[src/rtl/approx_err_monitor.sv]
// Error-metric monitor for an approximate adder: compares exact and approximate sums over a
// programmed window and accumulates sample count, error count, error-distance sum and maximum.
module approx_err_monitor #(
  parameter int DATA_W = 5,
  parameter int CNT_W  = 16,
  parameter int SUM_W  = CNT_W + DATA_W
) (
  input  logic              clk,
  input  logic              rst_n,
  input  logic              start,
  input  logic [CNT_W-1:0]  num_samples,
  input  logic              in_valid,
  output logic              in_ready,
  input  logic [DATA_W-1:0] exact_y,
  input  logic [DATA_W-1:0] approx_y,
  output logic              busy,
  output logic              done,
  output logic [CNT_W-1:0]  sample_cnt,
  output logic [CNT_W-1:0]  err_cnt,
  output logic [SUM_W-1:0]  sum_ed,
  output logic [DATA_W-1:0] max_ed
);

  typedef enum logic [1:0] {IDLE, RUN, DONE} state_t;

  typedef struct packed {
    logic [CNT_W-1:0]  sample;
    logic [CNT_W-1:0]  err;
    logic [SUM_W-1:0]  sum;
    logic [DATA_W-1:0] max;
  } stats_t;

  state_t           state, state_nxt;
  stats_t           st, st_nxt;
  logic [CNT_W-1:0] target, target_nxt;
  logic [DATA_W-1:0] ed;
  logic             hs;
  logic             run_q, done_q;

  // Larger minus smaller keeps the distance unsigned without wrap.
  assign ed = (exact_y >= approx_y) ? (exact_y - approx_y) : (approx_y - exact_y);
  assign hs = in_valid && run_q;

  always_comb begin
    state_nxt  = state;
    st_nxt     = st;
    target_nxt = target;
    case (state)
      IDLE, DONE: begin
        if (start) begin
          st_nxt     = '0;
          target_nxt = num_samples;
          state_nxt  = (num_samples != '0) ? RUN : DONE;
        end
      end
      RUN: begin
        if (hs) begin
          st_nxt.sample = st.sample + CNT_W'(1);
          st_nxt.err    = st.err + CNT_W'(ed != '0);
          st_nxt.sum    = st.sum + SUM_W'(ed);
          st_nxt.max    = (ed > st.max) ? ed : st.max;
          if (st_nxt.sample == target) state_nxt = DONE;
        end
      end
      default: state_nxt = IDLE;
    endcase
  end

  // Handshake flags are flopped from the next state so in_ready never sees in_valid.
  always_ff @(posedge clk or negedge rst_n) begin
    if (!rst_n) begin
      state  <= IDLE;
      st     <= '0;
      target <= '0;
      run_q  <= 1'b0;
      done_q <= 1'b0;
    end else begin
      state  <= state_nxt;
      st     <= st_nxt;
      target <= target_nxt;
      run_q  <= (state_nxt == RUN);
      done_q <= (state_nxt == DONE);
    end
  end

  assign in_ready   = run_q;
  assign busy       = run_q;
  assign done       = done_q;
  assign sample_cnt = st.sample;
  assign err_cnt    = st.err;
  assign sum_ed     = st.sum;
  assign max_ed     = st.max;

endmodule

[config.mk]
export PLATFORM = sky130hd
export DESIGN_NAME = approx_err_monitor
export DESIGN_NICKNAME = d
export VERILOG_FILES = /design/src/rtl/approx_err_monitor.sv
export SDC_FILE = /design/constraint.sdc
export NUM_CORES = 1
export LEC_CHECK = 0
export ABC_AREA = 1
export CAP_MARGIN = 30
export CORE_ASPECT_RATIO = 0.7
export CORE_MARGIN = 5
export CORE_UTILIZATION = 45
export DETAILED_ROUTE_END_ITERATION = 8
export PLACE_DENSITY = 0.85
export RECOVER_POWER = 50
export SETUP_SLACK_MARGIN = 0.3
export SKIP_CTS_REPAIR_TIMING = 1
export SLEW_MARGIN = 20
export SYNTH_ARGS = -nofsm -noshare
export SYNTH_HDL_FRONTEND = slang
export SYNTH_SLANG_ARGS = --single-unit
export TNS_END_PERCENT = 20
[constraint.sdc]
create_clock -name clk -period 1.78 [get_ports clk]
set_clock_uncertainty 0.05 [all_clocks]
set_input_delay 0.356 -clock clk [delete_from_list [all_inputs] [get_ports clk]]
set_output_delay 0.356 -clock clk [all_outputs]
set_load 0.01 [all_outputs]
==> results.ini <==
[global_route]
grt_pass1_wl_um=25000
first_global_vias=5099
grt_use_met2_pct=33.5
met1_usage_pct=34.5

[logic_synthesis]
ys_ff=78
synth_seq_share_pct=39.0
synthAdderAreaFrac_pct=6.95

[sta]
setup_ws_ns=-0.985
rsz0062_at_grt=yes
fin_hold_ws_ns=0.464
setup_viol_count_final=45

[outcome]
violations=negative setup slack
run_status=finished, violations left

[floorplan]
die-height_um=98.2
die-area_um2=13400
core_um2=10900
rows=32

[pwr]
power_density_nw_per_um2=1150
power_switching_mw=3.55
vdd_ir_drop_max_mv=1.00

[cells_and_area]
syn_to_final_growth_pct=52.7
final-comb-area_um2=3100

[placed_design]
dp.cells=980

[clocking]
clock.latency.late_pin_ns=0.35

## placed cells by master (no fill, tap or decap), types with 5 or more instances in the layout
master,n
a21oi_1,18
buf_4,95
buf_6,10
clkbuf_16,9
clkbuf_2,16
clkdlybuf4s25_1,6
clkdlybuf4s50_1,18
dfrtp_1,65
dfrtp_2,13
dlymetal6s2s_1,43
ha_1,10
ha_4,11
inv_1,83
inv_2,10
nand2_1,157
nand2_2,24
nand3_1,35
nand3_4,5
nand4_1,21
nor2_1,39
nor2_2,13
nor2_4,13
nor3_1,5
nor4_1,7
o21ai_0,22
o21ai_1,17
o22ai_1,9
xor2_1,6
## state kept, by name, summed over array words and instances, names as in the netlist
name	cells
sum_ed	21
sample_cnt	16
busy	1
done	1
max_ed	5
state	2
err_cnt	16
target	16
## through the flow
stage,TNS [ns],power [mW],utilization [%],cell area (µm²)
3_5_place_dp,-60.81,6.36,62.6,6840
5_1_grt,-40.00,9.23,69.9,7640
6_report,-33.96,8.75,69.9,7640
4_1_cts,-47.31,8.11,65.0,7110
3_3_place_gp,-58.68,6.26,62.6,6840
2_1_floorplan,-27.35,4.38,-,5180
## metal layers
metal | part of all wire, % | wire [µm]
met1 | 42 | 7500
met2 | 46 | 8160
met3 | 8.9 | 1580
met4 | 3.3 | 592
met5 | 0 | 0
## final cells by class
class	instances	share of cell area [%]
well taps	153	2.51
flip-flops and latches	78	25.8
multi-input cells	478	40.5
repair buffers	192	22.6
clock inverters	6	0.508
clock buffers	10	3.00
inverters	99	5.08
## final timing paths
kind / from / cells after the start / endpoint / slack [ns]
worst max-delay path: approx_y[0] / 20 / err_cnt[14]$_DFFE_PN0P_ / -0.98
max in group asynchronous: rst_n / 3 / sample_cnt[2]$_DFFE_PN0P_ / 0.21
min in group asynchronous: rst_n / 2 / err_cnt[12]$_DFFE_PN0P_ / 0.60
worst min-delay path: target[5]$_DFFE_PN0P_ / 2 / target[5]$_DFFE_PN0P_ / 0.46
worst min register to register: target[5]$_DFFE_PN0P_ / 2 / target[5]$_DFFE_PN0P_ / 0.46
worst max register to register: sum_ed[0]$_DFFE_PN0P_ / 13 / sum_ed[12]$_DFFE_PN0P_ / -0.29
## worst max-delay path, cell delays in order
cell and delay [ns]:
clkbuf_2 0.13, ha_4 0.17, inv_4 0.04, fa_2 0.40
nand3_2 0.09, nand2_2 0.06, xor2_2 0.15, nand2_1 0.12
nand2_2 0.12, nand4_1 0.18, ha_4 0.21, ha_4 0.15
nand3_4 0.09, nor2_4 0.17, nand3_4 0.11, nor2_4 0.14
nand2_2 0.07, nand2_1 0.06, nand2_1 0.05, nor2_1 0.11
## synthesized netlist by cell type (3+ instances only)
library cell	n	area (µm²)
nand2_1	179	672
buf_2	3	15.0
nor2_2	8	50.1
nand4_1	21	131
nor4_1	8	50.1
o211ai_1	3	22.5
nand3_1	42	210
nor2_1	50	188
o22ai_1	12	75.1
nor3_1	8	40.0
a21oi_1	24	120
o21ai_0	40	200
inv_1	97	364
nor2_4	7	78.8
a22o_1	4	35.0
clkbuf_1	10	37.5
fa_1	3	60.1
xor2_1	7	61.3
ha_1	23	288
dfrtp_1	78	1950
xnor2_1	4	35.0
o21a_1	4	30.0
nand2_2	6	37.5
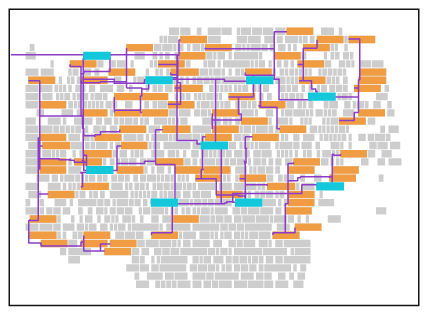
Figure 1: clock network drawn from the DEF.
Drawn at 3 px/µm.
Key: clock wires = purple [length 1100 µm]; flip-flops = orange [count 78]; clock-net drivers = cyan [count 9]
There are 10 routed clock nets.

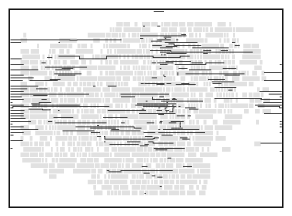
Figure 2: the metal 3 layer.
Drawn at 2 px/µm. Cells faint in the background.
The layer carries 1580 µm of wire. The wires run mostly horizontal. 150 nets have wire on it.

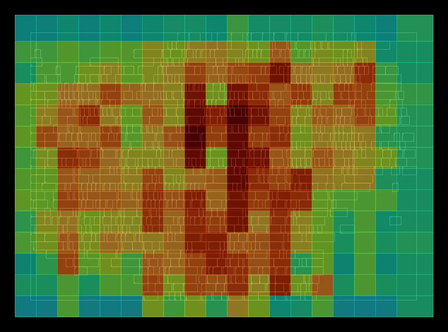
Figure 3: routing congestion.
fin util: 69.9%
post-DR wirelength/cell: 17.5 µm
M3 GR Usage: 6.95%
GR peak layer: met1

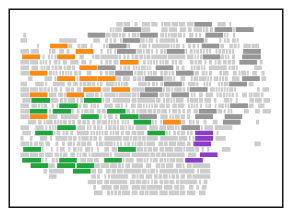
Figure 4: where the registers sit.
Drawn at 2 px/µm. Other sequential cells in the stronger grey, the rest of the logic in the fainter grey.
Key: err_cnt = orange [flops 16]; max_ed = purple [flops 5]; sum_ed = green [flops 21]
Another 36 sequential cells are not coloured.

Power is estimated from default activity; no workload was simulated.
